Design reg_8_bit_shift_out, sky130hd; sources not shown.
### M1 wires

Bar = 10 µm. Cells faint in the background.
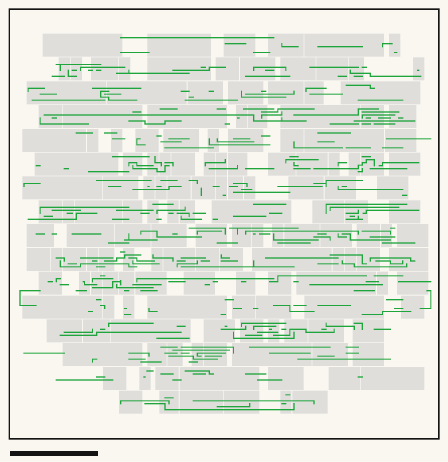
153 nets have wire on it. The layer holds 39% of the routed length. The longest straight run is 23.9 µm. The layer carries 982 µm of wire.
WL final: 2520 µm
Vias: 941
met1 Usage GRT: 22.8%

### Met2 routing

Bar = 10 µm. Cells faint in the background.
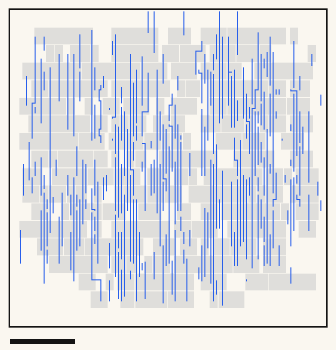
151 nets have wire on it. The layer holds 57% of the routed length.
GR Layer Usage met2: 40.3%

### Met3 routing

Bar = 10 µm. Cells faint in the background.
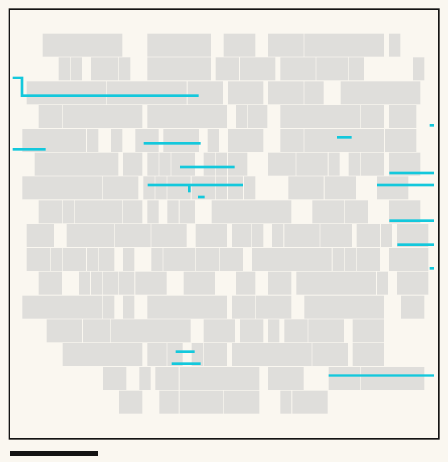
The layer carries 88.3 µm of wire. The wires run mostly horizontal.
GR Util met3: 4.05%

==> results_dict.tcl <==
# metrics dict for downstream scripts
set metrics [dict create \
    status "finished, violations left" \
    flops 20 \
    wl_met2_um 1420 \
    worstMarginPinSlew_ns 0.227 \
    wl_per_cell_um 13.7 \
    ys_seq_share_pct 48.5 \
    power_density_nw_per_um2 2560 \
    crit_buf_inv 1 \
    slowest_delay_ns 0.42 \
    clk_pin_slew_ns 0.11 \
    ys_sh_mux_pct 0 \
    p_clk_share_pct 9.4 \
    final-nonclk-buf-share_pct 22.6 \
    tool_warnings 30 \
    pre_cts_slack_ns -0.396 \
    avgSynthCellArea_um2 8.83 \
    clock_path_buffers 2 \
    violations "setup timing" \
    grt_pass1_wl_um 3800 \
    peakVddDrop_mv 1.99 \
    fin_ws_ns -0.336 \
    swShare_pct 44.3 \
    logic_gates 75 \
    edf_count 0 \
    ctsResizeCount 7 \
    flop_area_um2 502 \
    fp-utilization_pct 51.1 \
    clock-sinks 20 \
    cts_setup_buffers 0 \
    setup_violations 23 \
    num_rows 16 \
    top_layer "met4" \
    seq_area_share_pct 31.2 \
    antenna_found_initial 0 \
    n_fill_cell 136 \
    syn_inst 117 \
    placed_area_um2 1410 \
    logic_family "simple AND/OR/NAND/NOR gates" \
    top_cell_area_share_pct 46.0 \
]
